`src/rtl/run_ctrl_if.sv`:
```
// Command/status bundle between an operator front end and the run-control sequencer.
// The master drives opcode and command pulses; the slave returns enable and status.
interface run_ctrl_if #(
    parameter int CNT_W = 16
);
    logic [1:0]       instruct;
    logic             start;
    logic             step;
    logic             stop;
    logic             clk_en;
    logic             running;
    logic             halted;
    logic             timeout;
    logic [CNT_W-1:0] cycle_cnt;

    modport master (
        output instruct, start, step, stop,
        input  clk_en, running, halted, timeout, cycle_cnt
    );

    modport slave (
        input  instruct, start, step, stop,
        output clk_en, running, halted, timeout, cycle_cnt
    );
endinterface

```
`src/rtl/run_ctrl.sv`:
```
// Run-control sequencer: turns start/step/stop commands and the current opcode into a
// core clock enable, parks on the halt opcode, counts executed cycles, enforces a runaway limit.
module run_ctrl #(
    parameter int CNT_W      = 16,
    parameter int MAX_CYCLES = 0
) (
    input  logic       clk,
    input  logic       rst_n,
    run_ctrl_if.slave  bus
);
    typedef enum logic [2:0] {
        S_IDLE   = 3'd0,
        S_RUN    = 3'd1,
        S_STEP   = 3'd2,
        S_RESUME = 3'd3,
        S_HALTED = 3'd4
    } state_t;

    localparam logic [1:0]       OP_HALT  = 2'b10;
    localparam logic [CNT_W-1:0] LIMIT    = CNT_W'(MAX_CYCLES);
    localparam bit               LIMIT_ON = (MAX_CYCLES != 0);

    state_t           state_reg;
    logic             running_reg;
    logic             halted_reg;
    logic             timeout_reg;
    logic [CNT_W-1:0] cnt_reg;

    logic is_halt;
    logic limit_hit;
    logic clk_en_next;

    assign is_halt   = (bus.instruct == OP_HALT);
    assign limit_hit = LIMIT_ON && (cnt_reg == LIMIT);

    // Enable is decoded straight from state so an async reset kills it without an edge.
    always_comb begin
        clk_en_next = 1'b0;
        case (state_reg)
            S_RUN:    clk_en_next = !is_halt && !limit_hit;
            S_STEP:   clk_en_next = !is_halt;
            S_RESUME: clk_en_next = 1'b1;
            default:  clk_en_next = 1'b0;
        endcase
    end

    always_ff @(posedge clk or negedge rst_n) begin
        if (!rst_n) begin
            state_reg   <= S_IDLE;
            running_reg <= 1'b0;
            halted_reg  <= 1'b0;
            timeout_reg <= 1'b0;
            cnt_reg     <= '0;
        end else begin
            if (clk_en_next && (cnt_reg != {CNT_W{1'b1}})) begin
                cnt_reg <= cnt_reg + CNT_W'(1);
            end

            case (state_reg)
                S_IDLE: begin
                    if (bus.stop) begin
                        state_reg <= S_IDLE;
                    end else if (bus.step) begin
                        state_reg <= S_STEP;
                    end else if (bus.start) begin
                        state_reg   <= S_RUN;
                        running_reg <= 1'b1;
                    end
                end
                S_RUN: begin
                    if (bus.stop) begin
                        state_reg   <= S_IDLE;
                        running_reg <= 1'b0;
                    end else if (is_halt) begin
                        state_reg   <= S_HALTED;
                        running_reg <= 1'b0;
                        halted_reg  <= 1'b1;
                    end else if (limit_hit) begin
                        state_reg   <= S_HALTED;
                        running_reg <= 1'b0;
                        halted_reg  <= 1'b1;
                        timeout_reg <= 1'b1;
                    end
                end
                S_STEP: begin
                    state_reg  <= is_halt ? S_HALTED : S_IDLE;
                    halted_reg <= is_halt;
                end
                S_HALTED: begin
                    // A timed-out core stays parked until reset; only stop can leave.
                    if (bus.stop) begin
                        state_reg  <= S_IDLE;
                        halted_reg <= 1'b0;
                    end else if (bus.start && !timeout_reg) begin
                        state_reg   <= S_RESUME;
                        running_reg <= 1'b1;
                        halted_reg  <= 1'b0;
                    end
                end
                S_RESUME: begin
                    state_reg   <= S_RUN;
                    running_reg <= 1'b1;
                end
                default: begin
                    state_reg   <= S_IDLE;
                    running_reg <= 1'b0;
                    halted_reg  <= 1'b0;
                end
            endcase
        end
    end

    assign bus.clk_en    = clk_en_next;
    assign bus.running   = running_reg;
    assign bus.halted    = halted_reg;
    assign bus.timeout   = timeout_reg;
    assign bus.cycle_cnt = cnt_reg;
endmodule

```
`src/flat_wrapper.sv`:
```
// flat-port wrapper written by rule: the top's interface ports become plain ports
module run_ctrl_flat 
#(
    parameter int CNT_W      = 16,
    parameter int MAX_CYCLES = 0
)
  (clk, rst_n, bus_instruct, bus_start, bus_step, bus_stop, bus_clk_en, bus_running, bus_halted, bus_timeout, bus_cycle_cnt);
  run_ctrl_if #(.CNT_W(CNT_W)) bus_i ();
  input  logic clk;
  input  logic rst_n;
  input wire logic [$bits(bus_i.instruct)-1:0] bus_instruct;
  input wire logic [$bits(bus_i.start)-1:0] bus_start;
  input wire logic [$bits(bus_i.step)-1:0] bus_step;
  input wire logic [$bits(bus_i.stop)-1:0] bus_stop;
  output wire logic [$bits(bus_i.clk_en)-1:0] bus_clk_en;
  output wire logic [$bits(bus_i.running)-1:0] bus_running;
  output wire logic [$bits(bus_i.halted)-1:0] bus_halted;
  output wire logic [$bits(bus_i.timeout)-1:0] bus_timeout;
  output wire logic [$bits(bus_i.cycle_cnt)-1:0] bus_cycle_cnt;
  assign bus_i.instruct = bus_instruct;
  assign bus_i.start = bus_start;
  assign bus_i.step = bus_step;
  assign bus_i.stop = bus_stop;
  assign bus_clk_en = bus_i.clk_en;
  assign bus_running = bus_i.running;
  assign bus_halted = bus_i.halted;
  assign bus_timeout = bus_i.timeout;
  assign bus_cycle_cnt = bus_i.cycle_cnt;
  run_ctrl #(.CNT_W(CNT_W), .MAX_CYCLES(MAX_CYCLES)) u_core (.clk(clk), .rst_n(rst_n), .bus(bus_i));
endmodule
```
`config.mk`:
```
export PLATFORM = sky130hd
export DESIGN_NAME = run_ctrl_flat
export DESIGN_NICKNAME = d
export VERILOG_FILES = /design/src/rtl/run_ctrl_if.sv /design/src/rtl/run_ctrl.sv /design/src/flat_wrapper.sv
export SDC_FILE = /design/constraint.sdc
export NUM_CORES = 1
export LEC_CHECK = 0
export CAP_MARGIN = 20
export CORE_MARGIN = 5
export CORE_UTILIZATION = 29
export DETAILED_ROUTE_END_ITERATION = 8
export PLACE_DENSITY = 0.57
export SYNTH_ARGS = -nofsm -noshare
export SYNTH_HDL_FRONTEND = slang
export SYNTH_SLANG_ARGS = --single-unit
```
`constraint.sdc`:
```
create_clock -name clk -period 2.05 [get_ports clk]
set_input_delay 0.41 -clock clk [delete_from_list [all_inputs] [get_ports clk]]
set_output_delay 0.41 -clock clk [all_outputs]
set_load 0.05 [all_outputs]
```
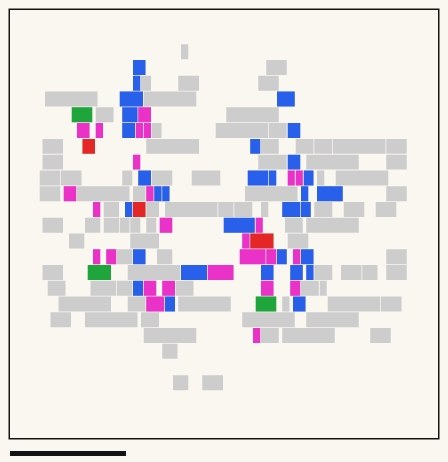
**Above:** logic cells by family.
The bar under the picture is 20 um long.
family	colour	cells
nor cells	magenta	26
nand cells	blue	31
and/or cells	red	3
mux cells	green	3
multi-input combinational area share: 39.4%
final cell count without fillers: 201

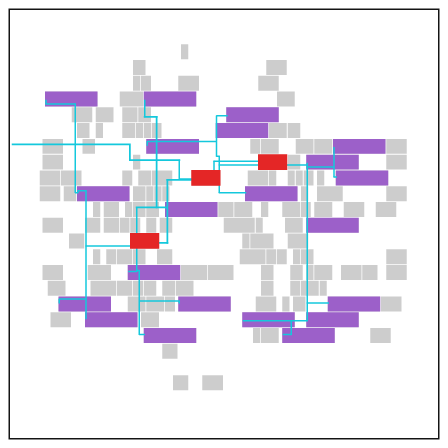
**Above:** clock network drawn from the DEF.
[clock wires] cyan | length: 298 um
[clock drivers] red | count: 3
[flip-flops] purple | count: 21
routed clock nets	4
Clock group: 0.000278 W
setup clock skew after layout: 0.00391 ns
clk latency late pin: 0.26 ns
clock network fraction of total power: 14.4%

==> run notes <==
From the run reports.

- The worst-case IR drop observed on VDD is 903 uV.
- In the synthesized netlist the dominant register cell turns out to be sky130_fd_sc_hd__dfrtp_1.
- The proportion of layout cells with a drive suffix above 1 is 15.2%.
- The synthesized net count is 129.
- The overall die area is 5450 um2.
- For this run, the script counts the antenna cells in the layout as 0.
- The portion of the clock cycle consumed by the worst path in the final layout is 96.1%.
- The CTS tree reads built.
- The H-tree depth reads 1.
- The number of flip-flops under the largest register name is 16.
- The number of global-route vias before repair came to 1011.
- Yosys printed 0 warnings.
- The post-route core utilization is 39.3%.
- The number of max-cap violations reads 0.
- The data required time of the worst path is 1.64 ns.
- The number of iterations in the first detailed-routing pass is 4.
- 27 I/O pins were placed.
- The number of antenna-violating nets in the routed design reads 0.
- According to the floorplan report, the die width is 73.9 um.
- The global-route usage over all layers is 10.5%.
- The flow ran to the end, and the final reports show no timing, DRC or antenna violations.
- Per the detail_route report, the via count comes to 1001.
- The synthesis-stage register bit count is 21.
- The tree is rooted in a sky130_fd_sc_hd__clkbuf_8.
- The worst flop-to-flop path startpoint reads u_core.bus.cycle_cnt[1]$_DFFE_PN0P_.
- Hold is met by 0.488 ns.
- The final hold violation count reads 0.
- The share of the synthesized area in the top cell type is 44.4%.
- The cell sequence reported for the critical path is clkdlybuf4s50_1.
- The transition time recorded at the tightest slew-check pin is 0.500 ns.
- The floorplan has 23 rows.
- The starting DRC count in detailed routing is 57.
- The peak per-stage delay on the critical path is 0.84 ns.
- The total power per unit cell area is 1240 nW/um2.
- The area of all sequential standard cells is 526 um2.
- Counting every sink on the clock net gives 21.
- The starting density of the core reads 29.8%.
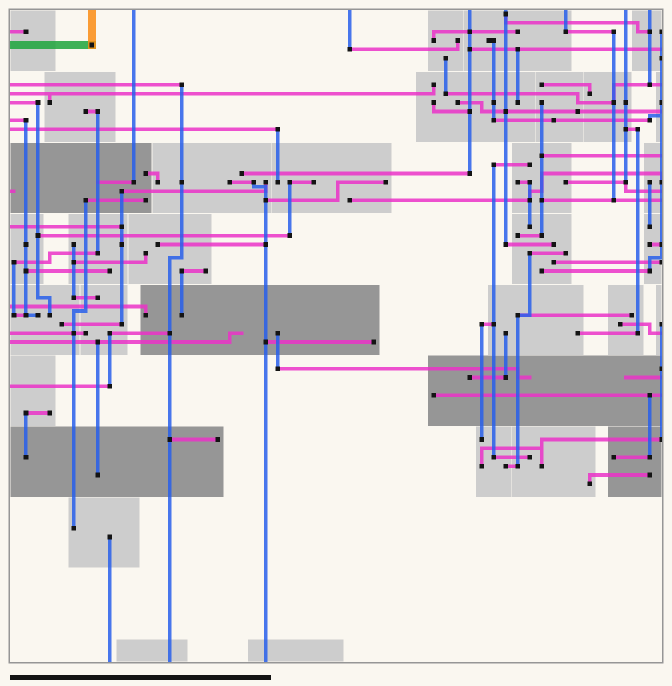
**Above:** zoomed window.
The bar under the picture is 10 um long. Window x 24 to 49, y 10 to 35 um. Cells in grey, sequential cells in the stronger grey; small squares are vias.
layer	colour
metal 3	green
metal 4	orange
metal 2	blue
metal 1	magenta
cells with their middle in the window	25
netlist names of flops here include	u_core.bus.cycle_cnt (4)
most frequent	dfrtp_1 (4), nor4_1 (3)
sequential cells in the window	4

[area by class of cell]
class                           count  share of cell area (%)
Timing Repair Buffer               32                    18.9
Tap cell                           50                    4.01
Clock inverter                      1                   0.321
Inverter                            4                   0.963
Clock buffer                        3                    2.65
Multi-Input combinational cell     90                    39.4
Sequential cell                    21                    33.7
[metal layers]
layer | track usage (%) | vias up | share of wire [%]
li1 | - | 494 | -
met1 | 12.9 | 476 | 48
met2 | 17.9 | 27 | 45
met3 | 3.28 | 4 | 5.3
met4 | 2.41 | 0 | 1.0
met5 | 0 | - | 0
[power breakdown]
| part | internal, W | total (W) | switching [W] |
|---|---|---|---|
| Sequential | 0.000516 | 0.000669 | 0.000153 |
| Combinational | 0.000373 | 0.000982 | 0.000610 |
| Clock | 0.000136 | 0.000278 | 0.000143 |
[cells in the final DEF, fill, tap and decap left out, types with 3 or more instances in the layout]
cell	n
sky130_fd_sc_hd__xor2_1	4
sky130_fd_sc_hd__nand4_1	8
sky130_fd_sc_hd__nor3_1	3
sky130_fd_sc_hd__nand3_1	6
sky130_fd_sc_hd__buf_4	10
sky130_fd_sc_hd__inv_1	4
sky130_fd_sc_hd__xnor2_1	10
sky130_fd_sc_hd__clkbuf_8	3
sky130_fd_sc_hd__nor2_1	13
sky130_fd_sc_hd__clkdlybuf4s50_1	22
sky130_fd_sc_hd__nand2_1	7
sky130_fd_sc_hd__dfrtp_1	21
sky130_fd_sc_hd__o21ai_0	4
sky130_fd_sc_hd__nor4_1	5
[worst max-delay path by stage]
stage	endpoint	cells past startpoint	startpoint
finish	bus_cycle_cnt[8]	1	u_core.bus.cycle_cnt[8]$_DFFE_PN0P_
detailed placement	u_core.bus.cycle_cnt[1]$_DFFE_PN0P_	5	bus_instruct[1]
global route	bus_cycle_cnt[8]	1	u_core.bus.cycle_cnt[8]$_DFFE_PN0P_
floorplan	u_core.bus.cycle_cnt[9]$_DFFE_PN0P_	6	u_core.bus.cycle_cnt[0]$_DFFE_PN0P_
global placement	u_core.bus.cycle_cnt[1]$_DFFE_PN0P_	5	bus_instruct[1]
CTS	bus_cycle_cnt[8]	1	u_core.bus.cycle_cnt[8]$_DFFE_PN0P_
[timing repair]
action / in CTS / in global routing
resized: 0 / 1
setup endpoints to repair: 0 / 1
hold buffers: 0 / 0
[logic make-up (layout without fill, tap and decap cells)]
| group | Yosys count | in the layout | share of synthesized area, % |
|---|---|---|---|
| XOR/XNOR | 14 | 14 | 10.4 |
| multiplexers | 3 | 3 | 2.65 |
| AND-OR/OR-AND | 11 | 11 | 6.24 |
| flip-flops | 21 | 21 | 44.4 |
| AND/OR/NAND/NOR | 60 | 60 | 31.0 |
| adder cells (fa/ha/maj) | 1 | 1 | 1.06 |
| other | 1 | 1 | 0.317 |
| buffers and inverters | 10 | 40 | 3.91 |
[per-stage QoR]
stage          instances  worst slack [ns]  area, um2
2_1_floorplan        121          0.000812       1180
3_3_place_gp         197             0.156       1510
3_5_place_dp         197            0.0717       1510
4_1_cts              201            0.0620       1560
5_1_grt              201            0.0143       1560
6_report             201            0.0792       1560
Power is estimated from default activity; no workload was simulated.
